Run 1, routing congestion:
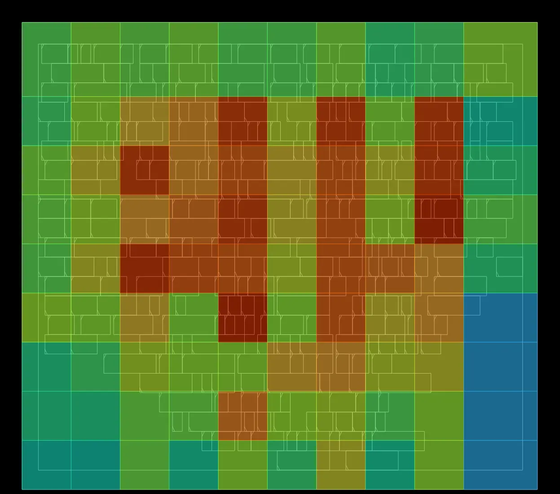
Run 1, cells coloured by class:
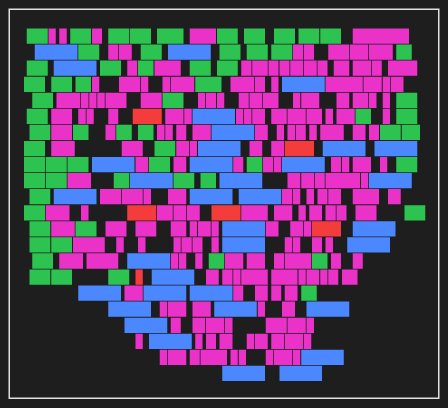
Run 1, routed metal, one colour a layer:
Bar = 20 um.
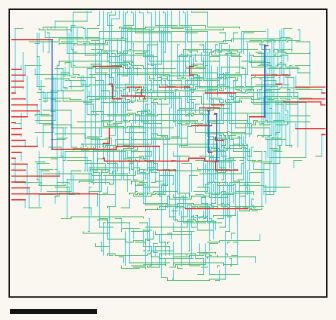
Design serial_tx_arbiter, sky130hd; sources not shown.
==> out/metrics.csv, run 1 <==
stage,metric,value,unit
status,status,finished clean,
finish,area grow syn2layout,35.1,%
global_routing,vias in the first global route,2006,
synth,syn avg cell area,8.23,sq um
final_timing,Worst Tran Pin Value,0.649,ns
power_and_ir_drop,sequential power,0.492,mW
power_and_ir_drop,Main power group,sequential cells,
synth,yosys xor share,2.97,%
synth,YS warnings,0,
min_path,Worst Hold Class,flop to flop,
final_timing,final worst slack,0.112,ns
critical_path,Crit path required time,2.67,ns
power_and_ir_drop,P_sw,0.333,mW
final_timing,cycle use final,96.5,%
clock_tree,Num Clock Sinks,35,
synth,Synth area leader,dfxtp_1,
final_timing,crit path time final,3.09,ns
synth,Largest cells by area,"dfxtp_1 34%, nor2_1 6.9%, ha_1 3.6%",
placed_design,GPL Wtd Cong,0.950,
final_timing,RSZ-0062 raised after global routing,yes,
critical_path,crit path capture type,primary output,
synth,Post-Syn Instances,251,
floorplan,num ports,52,
synth,ys cells,251,
route,Final ANT Viol Nets,0,
finish,final cell count without fillers,358,
final_timing,fin. max-slew vios,0,
final_timing,endpoints failing setup,0,
power_and_ir_drop,Pint,0.789,mW
power_and_ir_drop,clock share of power,25.6,%
synth,adder-cell share of the synthesized area,3.63,%
route,Starting DRT DRC Count,266,
clock_tree,# Post-CTS Setup Buffers,0,
route,Detailed Routing Iterations Pass 1,5,
clock_tree,Num CTS Buffers,5,
synth,yosys simple share,26.6,%
synth,chip area in the Yosys report,0.00207,sq mm
synth,"Seq share, synth",33.9,%
clock_tree,H-Tree Level Count,2,
global_routing,"Remaining Overflow, GRT",0,
route,wire length on met3,286,um
critical_path,reg2reg path depth,12,
route,DR top layer,met4,
synth,Synth top cells by count,"38 x nor2_1, 35 x dfxtp_1, 18 x nand2_1",
power_and_ir_drop,combinational power share,30.5,%
placed_design,placed insts,352,
flow_run,number of max-cap violations,0,
finish,top logic cells by instance count in the layout,"48 x clkdlybuf4s50_1, 38 x nor2_1, 35 x dfxtp_1",
floorplan,fp_density,50.7,%
clock_tree,post_cts resized,1,
synth,Synth mux share,7.75,%
floorplan,Die Ht,65.6,um
placed_design,DP HPWL,4020,um
finish,register area,701,sq um
synth,Distinct lib cells used,58,
synth,Synth flops,35,
power_and_ir_drop,Worst IR Drop VDD,269,uV
finish,Fill cells,335,
power_and_ir_drop,pwr dens,402,mW/mm^2
final_timing,Fin Hold WS,0.450,ns
route,DR WL met2,2590,um
clock_tree,"Hold-fix buffers, CTS",0,
placed_design,placed cell area,0.00269,sq mm
route,M1 wire length,2420,um
synth,Post-synth EDFFs,0,
floorplan,die area,0.00475,sq mm
power_and_ir_drop,clock network power,0.288,mW
power_and_ir_drop,Comb power,0.343,mW
placed_design,PortBufs,51,
final_timing,Slew headroom,56.3,%
route,residual DRC count,0,
critical_path,Worst EP arrival,2.56,ns
critical_path,WS Path Type,primary input to primary output,
critical_path,"Max FO, Critical Path",5,
floorplan,die width,72.5,um
critical_path,r2r setup slk,0.34,ns
clock_tree,Clock Latency Late Sink,0.28,ns
finish,max reg flops,9,
synth,Synth top cell by count,nor2_1,
final_timing,fmax,324,MHz
critical_path,Worst Setup Start Kind,primary input,
route,Vias per Instance,5.89,
finish,layout cells sized above 1,12.9,%
power_and_ir_drop,static leakage,1.11,nW
final_timing,final hold violation count,0,
clock_tree,CTS tree,yes,
clock_tree,Max Buffers Root-to-Sink,2,
global_routing,initial antenna violation count,0,
synth,ys async rst share,0,%
final_timing,setup TNS,0,ns
finish,comb. cell area,0.00131,sq mm
power_and_ir_drop,Sw Share,29.7,%
power_and_ir_drop,Pwr Total,1.12,mW
synth,"Top FF cell, synth",dfxtp_1,
global_routing,largest net degree at the start of global routing,16,
synth,Post-Syn Area,0.00207,sq mm
min_path,hold path cells,2,
flow_run,Log Warnings,28,
clock_tree,root buffer cell,clkbuf_8,
global_routing,Most Crowded Layer GR,met2,
placed_design,pre-CTS setup slack,-0.0957,ns
clock_tree,clock-pin slew on the worst setup and hold paths,0.07,ns
synth,Area leader share,33.9,%
synth,synthesized net count,299,
global_routing,first-pass GRT wire length,9250,um
synth,main logic family after synthesis,simple AND/OR/NAND/NOR gates,
finish,dominant logic cell type in the layout,clkdlybuf4s50_1,
finish,Post-layout nets,359,
power_and_ir_drop,Flop pwr share,43.8,%
finish,n_diodes,0,
synth,aoi share,20.9,%
## Picture notes: 'routing congestion'
met1 usage: 32.7%
fin util: 68.6%
drt wl/cell: 15.0 um
met3 usage: 5.67%
met2 Use GR: 39.3%

## Picture notes: 'cells coloured by class'
- magenta: all other logic (cells 205)
- red: clock drivers and dummy loads (cells 6)
- green: other buffers and delay cells (cells 64)
- blue: flip-flops (cells 35)
core outline area: 0.00407 sq mm
Seq/total area: 25.1%
cell area after layout: 0.00279 sq mm
site row count: 22

## Picture notes: 'routed metal, one colour a layer'
- green: met1 (wire length 2,420 um)
- cyan: met2 (wire length 2,590 um)
- red: met3 (wire length 287 um)
- blue: met4 (wire length 61.9 um)
WL final: 5350 um
global-route usage over all layers: 24.5%
via count: 2,107

[run 1: cell families after synthesis]
family / after synthesis
simple gates: 110
compound gates: 58
flops: 35
buf+inv: 21
mux: 14
xor+xnor: 7
fa+ha+maj: 6
[run 1: area by class of cell]
| cell class | instances | area share [%] |
|---|---|---|
| clock buffer | 6 | 2.60 |
| inverter | 10 | 1.34 |
| multi-input combinational | 195 | 46.9 |
| sequential | 35 | 25.1 |
| tap | 48 | 2.15 |
| timing repair buffer | 64 | 21.9 |
[run 1: worst max-delay path, cell delays in order]
cell and delay, ns:
clkdlybuf4s50_1 0.59, nand2_1 0.16, a221o_2 0.41, nand2_1 0.20, and2_1 0.19, clkdlybuf4s50_1 0.53
Run 1, supply network:
Bar = 20 um. Pins as bars on the die edge.
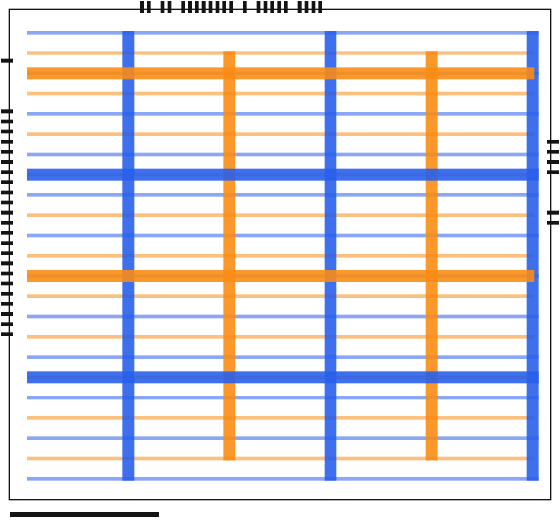

==> run 1 -> run 2 <==
--- a/config.mk
+++ b/config.mk
@@ -7,9 +7,11 @@
 export LEC_CHECK = 0
 export CORE_ASPECT_RATIO = 0.9
 export CORE_MARGIN = 2
-export CORE_UTILIZATION = 49
+export CORE_UTILIZATION = 25
+export CTS_CLUSTER_DIAMETER = 200
 export DETAILED_ROUTE_END_ITERATION = 7
-export PLACE_DENSITY = 0.87
+export PLACE_DENSITY = 0.53
+export SKIP_CTS_REPAIR_TIMING = 1
 export SLEW_MARGIN = 0
 export SYNTH_ARGS = -nofsm -noshare
 export SYNTH_HDL_FRONTEND = slang
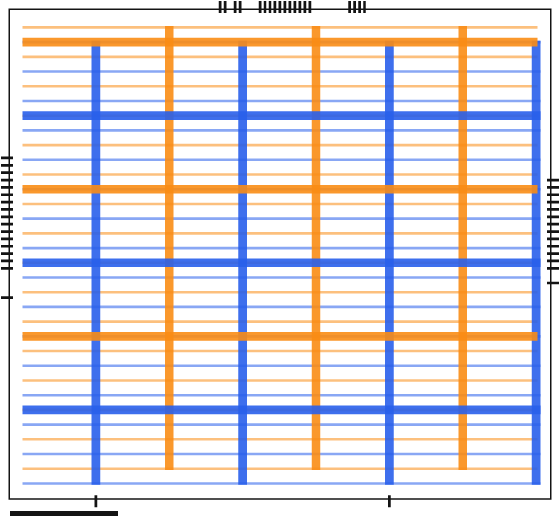
Run 2: supply network
Bar = 20 um. Pins as bars on the die edge.
- blue: VSS
- orange: VDD
- signal pins: 52
- met5 straps: 6
- rows: 31
- met1 rails: 32
- met4 straps: 7
die width: 99.8 um
Worst IR Drop VDD: 158 uV

==> run 2 against run 1 <==
  * First-iteration DRC count fell by 76%
  * Hold slack got worse by 0.010 ns
  * Clock-buffer cell count fell by 1
  * Sequential share of layout area fell by 1.4 points
  * Final cell count rose by 17%
  * Clock power rose by 66%
  * Via count fell by 5.1%
==> out/metrics.csv, run 2 <==
stage,metric,value,unit,change
global_routing,met2 Use GR,19.1,%,-20 points
flow_run,Log Warnings,27,,-3.6%
synth,yosys xor share,2.97,%,unchanged
synth,Area leader share,33.9,%,unchanged
flow_run,number of max-cap violations,0,,unchanged
floorplan,core outline area,0.00803,sq mm,+97%
min_path,hold path cells,2,,unchanged
finish,final cell count without fillers,418,,+17%
final_timing,final worst slack,0.0871,ns,-0.0244 ns
critical_path,r2r setup slk,0.42,ns,+0.08 ns
power_and_ir_drop,Pint,0.966,mW,+22%
synth,Synth flops,35,,unchanged
critical_path,"Largest stage delay, worst path",0.59,ns,about the same
critical_path,WS Path Type,primary input to primary output,,
power_and_ir_drop,Main power group,sequential cells,,
synth,synthesized net count,299,,unchanged
final_timing,Worst Tran Pin Value,0.594,ns,-0.0556 ns
status,status,finished clean,,
synth,"Seq share, synth",33.9,%,unchanged
power_and_ir_drop,clock network power,0.477,mW,+66%
clock_tree,Clock Latency Late Sink,0.29,ns,about the same
power_and_ir_drop,Pwr Total,1.32,mW,+18%
finish,cell area after layout,0.00296,sq mm,+6.0%
clock_tree,Max Buffers Root-to-Sink,2,,unchanged
global_routing,Most Crowded Layer GR,met2,,
finish,comb. cell area,0.00130,sq mm,-1.1%
critical_path,Worst EP arrival,2.58,ns,+0.02 ns
placed_design,PortBufs,51,,unchanged
synth,Synth top cells by count,"38 x nor2_1, 35 x dfxtp_1, 18 x nand2_1",,
critical_path,Buf/Inv on CP,2,,unchanged
clock_tree,H-Tree Level Count,2,,unchanged
critical_path,Slowest cell on crit path,clkdlybuf4s50_1,,
global_routing,met3 usage,2.79,%,-2.9 points
finish,register area,701,sq um,unchanged
synth,yosys simple share,26.6,%,unchanged
placed_design,pre-CTS setup slack,-0.0204,ns,+0.0753 ns
synth,"Top FF cell, synth",dfxtp_1,,
critical_path,"Max FO, Critical Path",6,,+1
clock_tree,CTS tree,yes,,
synth,aoi share,20.9,%,unchanged
final_timing,Slew headroom,60.3,%,+4.0 points
global_routing,met1 usage,19.0,%,-14 points
final_timing,cycle use final,97.3,%,+0.76 points
final_timing,final hold violation count,0,,unchanged
critical_path,Worst Setup Start Kind,primary input,,
synth,Distinct lib cells used,58,,unchanged
critical_path,most frequent CP cell,clkdlybuf4s50_1,,
synth,adder-cell share of the synthesized area,3.63,%,unchanged
synth,Synth top cell by count,nor2_1,,
finish,Post-layout nets,366,,+1.9%
route,Vias per Instance,4.78,,-19%
finish,area grow syn2layout,43.2,%,
final_timing,fmax,321,MHz,-0.79%
clock_tree,Num CTS Buffers,5,,unchanged
route,Final ANT Viol Nets,0,,unchanged
critical_path,crit path capture type,primary output,,
power_and_ir_drop,Comb power,0.352,mW,+3%
finish,Fill cells,831,,+150%
floorplan,num ports,52,,unchanged
route,residual DRC count,0,,unchanged
power_and_ir_drop,Flop pwr share,37.2,%,-6.6 points
finish,fin util,36.9,%,-32 points
final_timing,setup TNS,0,ns,unchanged
power_and_ir_drop,P_sw,0.354,mW,+6.3%
synth,Post-Syn Instances,251,,unchanged
synth,ys cells,251,,unchanged
power_and_ir_drop,sequential power,0.491,mW,about the same
power_and_ir_drop,combinational power share,26.7,%,-3.8 points
finish,dominant logic cell type in the layout,clkdlybuf4s50_1,,
placed_design,placed insts,410,,+16%
synth,YS warnings,0,,unchanged
final_timing,Fin Hold WS,0.440,ns,-0.0104 ns
synth,main logic family after synthesis,simple AND/OR/NAND/NOR gates,,
critical_path,"Cell Chain, Critical Path","clkdlybuf4s50_1, or2_4, o41ai_1, a211o_1, nor4_2, clkdlybuf4s50_1",,
synth,Synth mux share,7.75,%,unchanged
clock_tree,Num Clock Sinks,35,,unchanged
final_timing,endpoints failing setup,0,,unchanged
placed_design,DP HPWL,4370,um,+8.9%
power_and_ir_drop,clock share of power,36.1,%,+10 points
finish,n_diodes,0,,unchanged
placed_design,placed cell area,0.00280,sq mm,+4.3%
synth,ys async rst share,0,%,unchanged
floorplan,die area,0.00901,sq mm,+90%
global_routing,largest net degree at the start of global routing,17,,+1
final_timing,fin. max-slew vios,0,,unchanged
synth,Synth area leader,dfxtp_1,,
synth,syn avg cell area,8.23,sq um,unchanged
global_routing,vias in the first global route,1967,,-1.9%
synth,Post-Syn Area,0.00207,sq mm,unchanged
critical_path,reg2reg path depth,13,,+1
clock_tree,clock-pin slew on the worst setup and hold paths,0.07,ns,about the same
global_routing,"Remaining Overflow, GRT",0,,unchanged
route,Detailed Routing Iterations Pass 1,4,,-1
critical_path,Crit path required time,2.67,ns,about the same
global_routing,global-route usage over all layers,13.0,%,-12 points
route,via count,2000,,-5.1%
global_routing,first-pass GRT wire length,9510,um,+2.8%
finish,max reg flops,9,,unchanged
synth,chip area in the Yosys report,0.00207,sq mm,unchanged
critical_path,Levels on crit path,6,,unchanged
floorplan,fp_density,25.7,%,-25 points
route,Starting DRT DRC Count,65,,-76%
finish,layout cells sized above 1,15.4,%,+2.5 points
final_timing,crit path time final,3.11,ns,+0.0244 ns
power_and_ir_drop,static leakage,1.15,nW,+4.0%
global_routing,initial antenna violation count,0,,unchanged
floorplan,site row count,31,,+41%
placed_design,GPL Wtd Cong,0.847,,-11%
min_path,Worst Hold Class,flop to flop,,
clock_tree,root buffer cell,clkbuf_8,,
synth,Largest cells by area,"dfxtp_1 34%, nor2_1 6.9%, ha_1 3.6%",,
route,drt wl/cell,13.5,um,-10%
finish,top logic cells by instance count in the layout,"49 x clkdlybuf4s50_1, 38 x nor2_1, 35 x dfxtp_1",,
power_and_ir_drop,Sw Share,26.8,%,-2.9 points
run 2: layer usage:
metal,wire (um),vias up
met4,34,0
li1,-,1049
met3,234,2
met2,2490,41
met5,0,-
met1,2870,908
run 2: area by class of cell:
cell class	count	share of cell area (%)
Clock buffer	5	2.32
Clock inverter	3	2.28
Inverter	10	1.27
Multi-Input combinational cell	195	43.8
Sequential cell	35	23.7
Tap cell	99	4.18
Timing Repair Buffer	71	22.5
run 2: cell families after synthesis:
| kind of cell | Yosys count |
|---|---|
| and+or+nand+nor | 110 |
| DFF | 35 |
| AOI/OAI and AO/OA | 58 |
| muxes | 14 |
| buffers and inverters | 21 |
| xor gates and xnor gates | 7 |
| adders and majority gates | 6 |
Power and IR drop assume default switching activity.
